==> src/rtl/audio_dac_tx.sv <==
`default_nettype none
// ============================================================================
// Module   : audio_dac_tx
// Brief    : Serial transmitter for a 12-bit SPI-style audio DAC (SYNC/SCLK/
//            DIN, 16-bit frame). It has a one-entry pending buffer for samples
//            that arrive during a frame, and a saturating drop counter.
// Revision : 1.0 - initial release
// ============================================================================
module audio_dac_tx #(
    parameter int CLK_DIV    = 4,   // SCLK half-period in CLK cycles, >= 1
    parameter int GAP_CYCLES = 4    // SYNC-high idle after each frame, >= 1
) (
    input  logic        CLK,
    input  logic        reset,
    input  logic        sample_valid,
    input  logic [11:0] sample,
    input  logic [1:0]  pd_mode,
    output logic        DAC_SYNC,
    output logic        DAC_SCLK,
    output logic        DAC_DIN,
    output logic        busy,
    output logic        done,
    output logic [7:0]  drop_count
);

    localparam int c_DIV_W = (2 * CLK_DIV > 2) ? $clog2(2 * CLK_DIV) : 1;
    localparam int c_GAP_W = (GAP_CYCLES > 1) ? $clog2(GAP_CYCLES) : 1;

    localparam logic [c_DIV_W-1:0] c_DIV_HALF = c_DIV_W'(CLK_DIV);
    localparam logic [c_DIV_W-1:0] c_DIV_LAST = c_DIV_W'(2 * CLK_DIV - 1);
    localparam logic [c_GAP_W-1:0] c_GAP_LAST = c_GAP_W'(GAP_CYCLES - 1);

    typedef enum logic [1:0] {
        S_IDLE  = 2'd0,
        S_SHIFT = 2'd1,
        S_GAP   = 2'd2
    } state_t;

    state_t             r_state,     w_state_n;
    logic [c_DIV_W-1:0] r_div_cnt,   w_div_cnt_n;
    logic [3:0]         r_bit_cnt,   w_bit_cnt_n;
    logic [c_GAP_W-1:0] r_gap_cnt,   w_gap_cnt_n;
    logic [15:0]        r_shift,     w_shift_n;
    logic               r_pend_full, w_pend_full_n;
    logic [13:0]        r_pend_word, w_pend_word_n;
    logic [7:0]         r_drop,      w_drop_n;
    logic               r_sync,      w_sync_n;
    logic               r_sclk,      w_sclk_n;
    logic               r_din,       w_din_n;
    logic               r_busy,      w_busy_n;
    logic               r_done,      w_done_n;
    logic               w_drop_inc;
    logic [15:0]        w_in_word;

    assign w_in_word = {2'b00, pd_mode, sample};

    // State, datapath and output registers; outputs hold the values the
    // next state will drive, so every pin comes straight from a flop.
    always_ff @(posedge CLK or posedge reset) begin
        if (reset) begin
            r_state     <= S_IDLE;
            r_div_cnt   <= '0;
            r_bit_cnt   <= '0;
            r_gap_cnt   <= '0;
            r_shift     <= '0;
            r_pend_full <= 1'b0;
            r_pend_word <= '0;
            r_drop      <= '0;
            r_sync      <= 1'b1;
            r_sclk      <= 1'b1;
            r_din       <= 1'b0;
            r_busy      <= 1'b0;
            r_done      <= 1'b0;
        end else begin
            r_state     <= w_state_n;
            r_div_cnt   <= w_div_cnt_n;
            r_bit_cnt   <= w_bit_cnt_n;
            r_gap_cnt   <= w_gap_cnt_n;
            r_shift     <= w_shift_n;
            r_pend_full <= w_pend_full_n;
            r_pend_word <= w_pend_word_n;
            r_drop      <= w_drop_n;
            r_sync      <= w_sync_n;
            r_sclk      <= w_sclk_n;
            r_din       <= w_din_n;
            r_busy      <= w_busy_n;
            r_done      <= w_done_n;
        end
    end

    // Next-state, pending-buffer and registered-output computation.
    always_comb begin
        w_state_n     = r_state;
        w_div_cnt_n   = r_div_cnt;
        w_bit_cnt_n   = r_bit_cnt;
        w_gap_cnt_n   = r_gap_cnt;
        w_shift_n     = r_shift;
        w_pend_full_n = r_pend_full;
        w_pend_word_n = r_pend_word;
        w_done_n      = 1'b0;
        w_drop_inc    = 1'b0;

        case (r_state)
            S_IDLE: begin
                if (sample_valid) begin
                    // A fresh strobe wins over a waiting entry, which is lost.
                    w_shift_n     = w_in_word;
                    w_state_n     = S_SHIFT;
                    w_bit_cnt_n   = 4'd15;
                    w_div_cnt_n   = '0;
                    w_pend_full_n = 1'b0;
                    w_drop_inc    = r_pend_full;
                end else if (r_pend_full) begin
                    w_shift_n     = {2'b00, r_pend_word};
                    w_state_n     = S_SHIFT;
                    w_bit_cnt_n   = 4'd15;
                    w_div_cnt_n   = '0;
                    w_pend_full_n = 1'b0;
                end
            end
            S_SHIFT: begin
                if (r_div_cnt == c_DIV_LAST) begin
                    w_div_cnt_n = '0;
                    w_shift_n   = {r_shift[14:0], 1'b0};
                    if (r_bit_cnt == 4'd0) begin
                        w_state_n   = S_GAP;
                        w_gap_cnt_n = '0;
                        w_done_n    = 1'b1;
                    end else begin
                        w_bit_cnt_n = r_bit_cnt - 4'd1;
                    end
                end else begin
                    w_div_cnt_n = r_div_cnt + 1'b1;
                end
            end
            S_GAP: begin
                if (r_gap_cnt == c_GAP_LAST) begin
                    w_state_n = S_IDLE;
                end else begin
                    w_gap_cnt_n = r_gap_cnt + 1'b1;
                end
            end
            default: begin
                w_state_n = S_IDLE;
            end
        endcase

        // Strobes during a frame or gap park in the pending slot, newest wins.
        if (sample_valid && (r_state != S_IDLE)) begin
            w_pend_word_n = {pd_mode, sample};
            w_pend_full_n = 1'b1;
            w_drop_inc    = r_pend_full;
        end

        w_drop_n = (w_drop_inc && (r_drop != 8'hFF)) ? r_drop + 8'd1 : r_drop;

        // SCLK low only in the second half of each bit so DIN, which moves at
        // the bit boundary, is stable across the falling edge.
        w_sync_n = (w_state_n != S_SHIFT);
        w_sclk_n = !((w_state_n == S_SHIFT) && (w_div_cnt_n >= c_DIV_HALF));
        w_din_n  = (w_state_n == S_SHIFT) ? w_shift_n[15] : 1'b0;
        w_busy_n = (w_state_n != S_IDLE);
    end

    assign DAC_SYNC   = r_sync;
    assign DAC_SCLK   = r_sclk;
    assign DAC_DIN    = r_din;
    assign busy       = r_busy;
    assign done       = r_done;
    assign drop_count = r_drop;

endmodule
`default_nettype wire

==> config.mk <==
export PLATFORM = sky130hd
export DESIGN_NAME = audio_dac_tx
export DESIGN_NICKNAME = d
export VERILOG_FILES = /design/src/rtl/audio_dac_tx.sv
export SDC_FILE = /design/constraint.sdc
export NUM_CORES = 1
export LEC_CHECK = 0
export ABC_AREA = 1
export CAP_MARGIN = 25
export CORE_UTILIZATION = 59
export DETAILED_ROUTE_END_ITERATION = 8
export PLACE_DENSITY_LB_ADDON = 0.12
export SYNTH_ARGS = -nofsm -noshare
export SYNTH_HDL_FRONTEND = slang
export SYNTH_SLANG_ARGS = --single-unit
==> constraint.sdc <==
create_clock -name CLK -period 5.7 [get_ports CLK]
set_input_delay 1.71 -clock CLK [delete_from_list [all_inputs] [get_ports CLK]]
set_output_delay 1.71 -clock CLK [all_outputs]
set_load 0.01 [all_outputs]
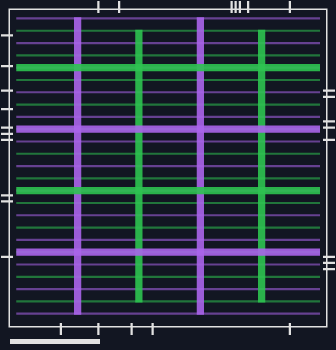
run_1/pdn.png
The bar under the picture is 20 um long. Pins as bars on the die edge.
Green is VDD. Purple is VSS.
30 signal pins sit on the boundary. The core has 24 rows. 4 straps on met5.

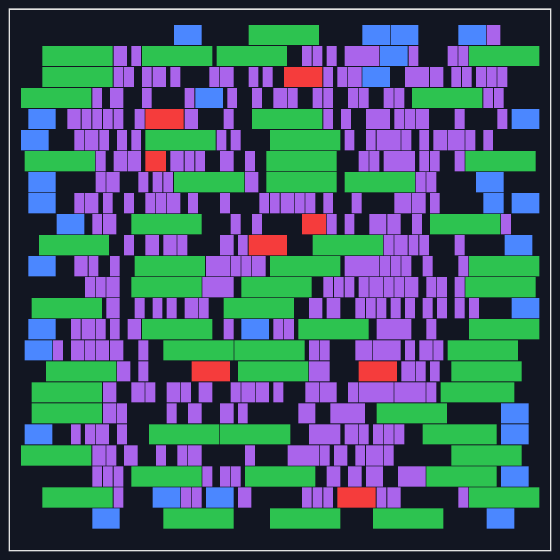
run_1/cell_classes.png
Blue is other buffers and delay cells, cells 30. Red is clock drivers and dummy loads, cells 8. Purple is all other logic, cells 280. Green is flip-flops, cells 55.

==> flow_results.xml, run 1 <==
<?xml version="1.0" encoding="UTF-8"?>
<metrics>
  <group name="worst_setup_path">
    <metric name="req_time_crit_path" unit="ns">5.91</metric>
    <metric name="critPathBufInv" unit="">2</metric>
    <metric name="worst_path_slowest_cell" unit="">clkdlybuf4s50_1</metric>
    <metric name="cpLargestDelayFamily" unit="">buffers and inverters</metric>
  </group>
  <group name="run">
    <metric name="tool_warnings" unit="">26</metric>
  </group>
  <group name="synth">
    <metric name="edf_count" unit="">0</metric>
    <metric name="ys_seq_elements" unit="">55</metric>
    <metric name="netlist_area" unit="sq um">2718</metric>
    <metric name="ys_sh_xor" unit="%">0.9669</metric>
    <metric name="synth-compound-area-share" unit="%">3.407</metric>
  </group>
  <group name="global_routing">
    <metric name="grt_pass1_wl" unit="um">9204</metric>
    <metric name="grt.total_usage" unit="%">23.68</metric>
  </group>
  <group name="clock_tree">
    <metric name="clkTransAtPathRegs" unit="ns">0.10</metric>
  </group>
  <group name="placed_design">
    <metric name="port_bufs" unit="">29</metric>
  </group>
  <group name="sta">
    <metric name="setup_repair_after_global_routing_missed_its_margin" unit="">false</metric>
  </group>
  <group name="detailed_routing">
    <metric name="detail_route.iter0.violations" unit="">141</metric>
    <metric name="drt-wirelength-per-cell" unit="um">12.02</metric>
  </group>
  <group name="final_layout">
    <metric name="final-comb-area" unit="sq um">1154</metric>
  </group>
  <group name="floorplan">
    <metric name="dieArea" unit="sq um">4882</metric>
  </group>
  <group name="status">
    <metric name="status" unit="">completed</metric>
  </group>
</metrics>
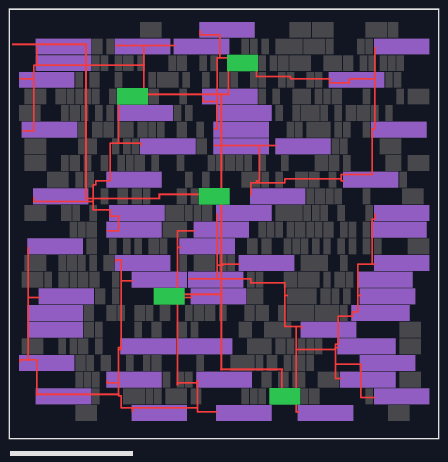
run_1/clock_map.png
The bar under the picture is 20 um long.
Red is clock wires, length 610 um. Green is cells driving clock nets, count 5. Purple is flip-flops, count 55.
There are 6 routed clock nets. Position of the flops: spread over the die.

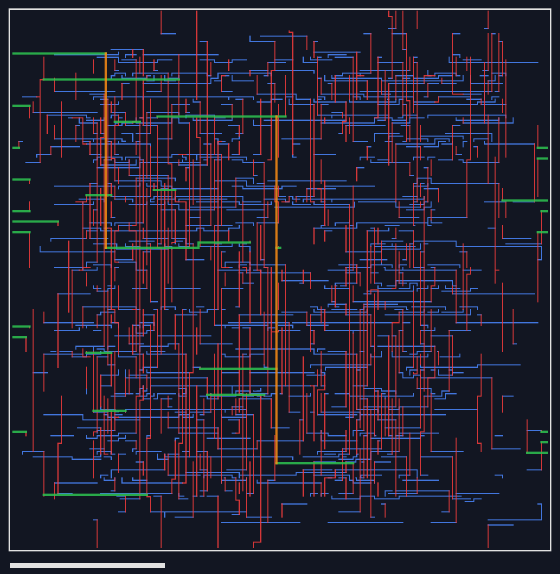
run_1/metal_stack.png
The bar under the picture is 20 um long.
Green is met3, wire length 156 um. Blue is met1, wire length 2370 um. Red is met2, wire length 2520 um. Orange is met4, wire length 70.0 um.

## run 1: synthesized netlist by cell type (3+ instances only)
library cell / count / area (sq um)
buf_2: 6 / 30.03
dfrtp_1: 53 / 1326
ha_1: 5 / 62.56
inv_1: 26 / 97.59
inv_2: 3 / 11.26
nand2_1: 145 / 544.3
nand2_2: 4 / 25.02
nand2_4: 3 / 33.78
nand3_1: 48 / 240.2
nand4_1: 3 / 18.77
nor2_1: 15 / 56.30
o21ai_0: 16 / 80.08
## run 1: registers in the layout, summed over array words and instances (netlist names), 2 cells and up, named ones only
signal	cells
r_state	2
r_gap_cnt	2
drop_count	8
r_div_cnt	2
r_bit_cnt	4
r_pend_word	14
r_shift	16
## run 1: stage by stage
step           util [%]  std cells  total power, mW  worst slack [ns]  instance area, sq um
2_1_floorplan         -        345           0.6207             2.650                  2718
3_3_place_gp      68.72        417           0.6903             1.853                  3013
3_5_place_dp      68.72        417           0.6984             1.806                  3013
4_1_cts           70.98        425           0.9258             2.155                  3112
5_1_grt           70.98        425           0.9771             1.920                  3112
6_report          70.98        425           0.9183             2.137                  3112
## run 1: where the power goes
part	switching [mW]	internal [mW]	total (mW)
registers	0.0457	0.446	0.491
clock network	0.128	0.0994	0.228
logic	0.104	0.0949	0.199
total	0.278	0.640	0.918
## run 1: cell type report
class,instances,area share (%)
well taps,52,2.091
inverters,30,3.780
clock buffers,6,2.654
multi-input cells,250,37.07
repair buffers,30,9.570
clock inverters,2,0.5227
flip-flops and latches,55,44.31
## run 1: per-layer routing
metal | part of all wire, % | up-vias | track usage [%]
met5 | 0 | - | 0
met4 | 1.4 | 0 | 8.222
met3 | 3.1 | 6 | 4.329
met2 | 49 | 41 | 39.21
met1 | 46 | 1021 | 31.48
li1 | - | 1142 | -
run_1/final_clocks.png
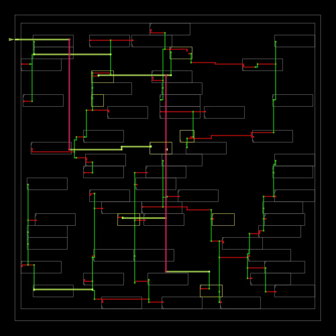

==> run 1 -> run 2 <==
Settings changed: CORE_UTILIZATION 59 to 50.
Clock period 5.7 ns to 3.18 ns, I/O delays scaled along.
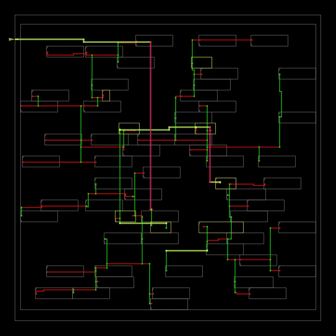
run_2/final_clocks.png
Setup Skew: 0.006285 ns
FFs & Latches: 55
clock buffer count from CTS: 5
Clock group: 0.477 mW
clock net sink count: 55

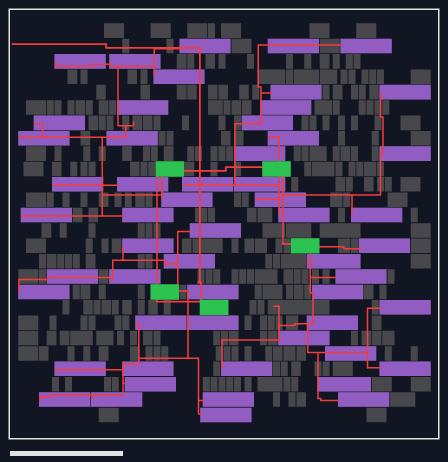
run_2/clock_map.png
The bar under the picture is 20 um long.
Purple is flip-flops, count 55. Red is clock wires, length 642 um. Green is cells driving clock nets, count 5.
Position of the flops: spread over the die.

==> run 2 against run 1 <==
Against the previous run: first-iteration DRC count decreased by 3.5%; highest routed layer unchanged; setup slack got worse by 1.3 ns; largest cell class unchanged; sequential power increased by 79%.
==> flow_results.xml, run 2 <==
<?xml version="1.0" encoding="UTF-8"?>
<metrics>
  <group name="sta">
    <metric name="setup_repair_after_global_routing_missed_its_margin" unit="">false</metric>
  </group>
  <group name="global_routing">
    <metric name="grt_pass1_wl" unit="um">8618</metric>
  </group>
  <group name="synth">
    <metric name="ys_top_cells_by_count" unit="">145 x nand2_1, 53 x dfrtp_1, 48 x nand3_1</metric>
    <metric name="top_area_cell_type_share_of_the_netlist_area" unit="%">48.80</metric>
    <metric name="netlist_area" unit="sq um">2718</metric>
    <metric name="edf_count" unit="">0</metric>
    <metric name="post-synth-top-count-cell" unit="">nand2_1</metric>
  </group>
  <group name="power_and_ir_drop">
    <metric name="combinationalPowerShare" unit="%">20.8</metric>
    <metric name="sequentialPowerShare" unit="%">51.3</metric>
    <metric name="clkPwrFrac" unit="%">27.9</metric>
    <metric name="power-top-group" unit="">sequential cells</metric>
    <metric name="seq_cell_power" unit="mW">0.879</metric>
    <metric name="power_switching_share" unit="%">28.38</metric>
    <metric name="power.internal" unit="mW">1.226</metric>
  </group>
  <group name="detailed_routing">
    <metric name="detail_route.iter0.violations" unit="">136</metric>
  </group>
  <group name="final_layout">
    <metric name="largest_reg_flops" unit="">16</metric>
    <metric name="max_flop_register" unit="">r_shift</metric>
  </group>
  <group name="placed_design">
    <metric name="dpl_worst_slack" unit="ns">0.6560</metric>
  </group>
  <group name="status">
    <metric name="status" unit="">completed</metric>
  </group>
  <group name="worst_setup_path">
    <metric name="worst_path_slowest_cell" unit="">dfstp_2</metric>
  </group>
</metrics>
-- run 2: cell counts after synthesis --
No cell type changed its count.
-- run 2: layout make-up --
class	instances	area [sq um]
clock inverter	2	35.03
multi-input combinational	250	1154
fill	463	1999
timing repair buffer	31	317.8
sequential	55	1379
tap	70	87.58
clock buffer	6	82.58
inverter	30	117.6
-- run 2: tightest hold or removal path, cell delays in order, from the launching register on --
cell and delay [ns]:
dfrtp_1 0.36, nand2_1 0.05, nand2_1 0.05
-- run 2: metrics by stage --
| step | area, sq um | utilization, % | cells |
|---|---|---|---|
| after CTS | 3173 | 61.34 | 444 |
| after floorplan | 2718 | - | 345 |
| after detailed placement | 3055 | 59.07 | 436 |
| final | 3173 | 61.34 | 444 |
| after global routing | 3173 | 61.34 | 444 |
| after global placement | 3055 | 59.07 | 436 |
-- run 2: per-layer routing --
layer	track usage, %	up-vias	share of wire (%)
met5	0	-	0
met4	5.556	0	1.1
met3	4.365	4	2.6
met2	34.72	34	48
met1	24.96	1021	49
li1	-	1145	-
-- run 2: path summary, 6_finish.rpt --
kind / from / endpoint / slack [ns] / cells after the start
max: DAC_SCLK / DAC_SCLK / 0.88 / 1
max reg2reg: flip-flop / r_bit_cnt[1] / 1.55 / 8
max in group asynchronous: reset / r_shift[14] / 1.65 / 3
min in group asynchronous: reset / r_bit_cnt[3] / 0.99 / 2
min: r_shift[14] / r_shift[14] / 0.48 / 2
min reg2reg: r_shift[14] / r_shift[14] / 0.48 / 2
-- run 2: kinds of logic after synthesis --
kind of cell | Yosys count | synth area share (%)
compound gates | 18 | 3.407
xor+xnor | 3 | 0.9670
flops | 55 | 50.74
buf+inv | 40 | 6.814
simple gates | 224 | 35.77
fa+ha+maj | 5 | 2.302
No activity file was given, so power comes from the tool's default toggle rates.
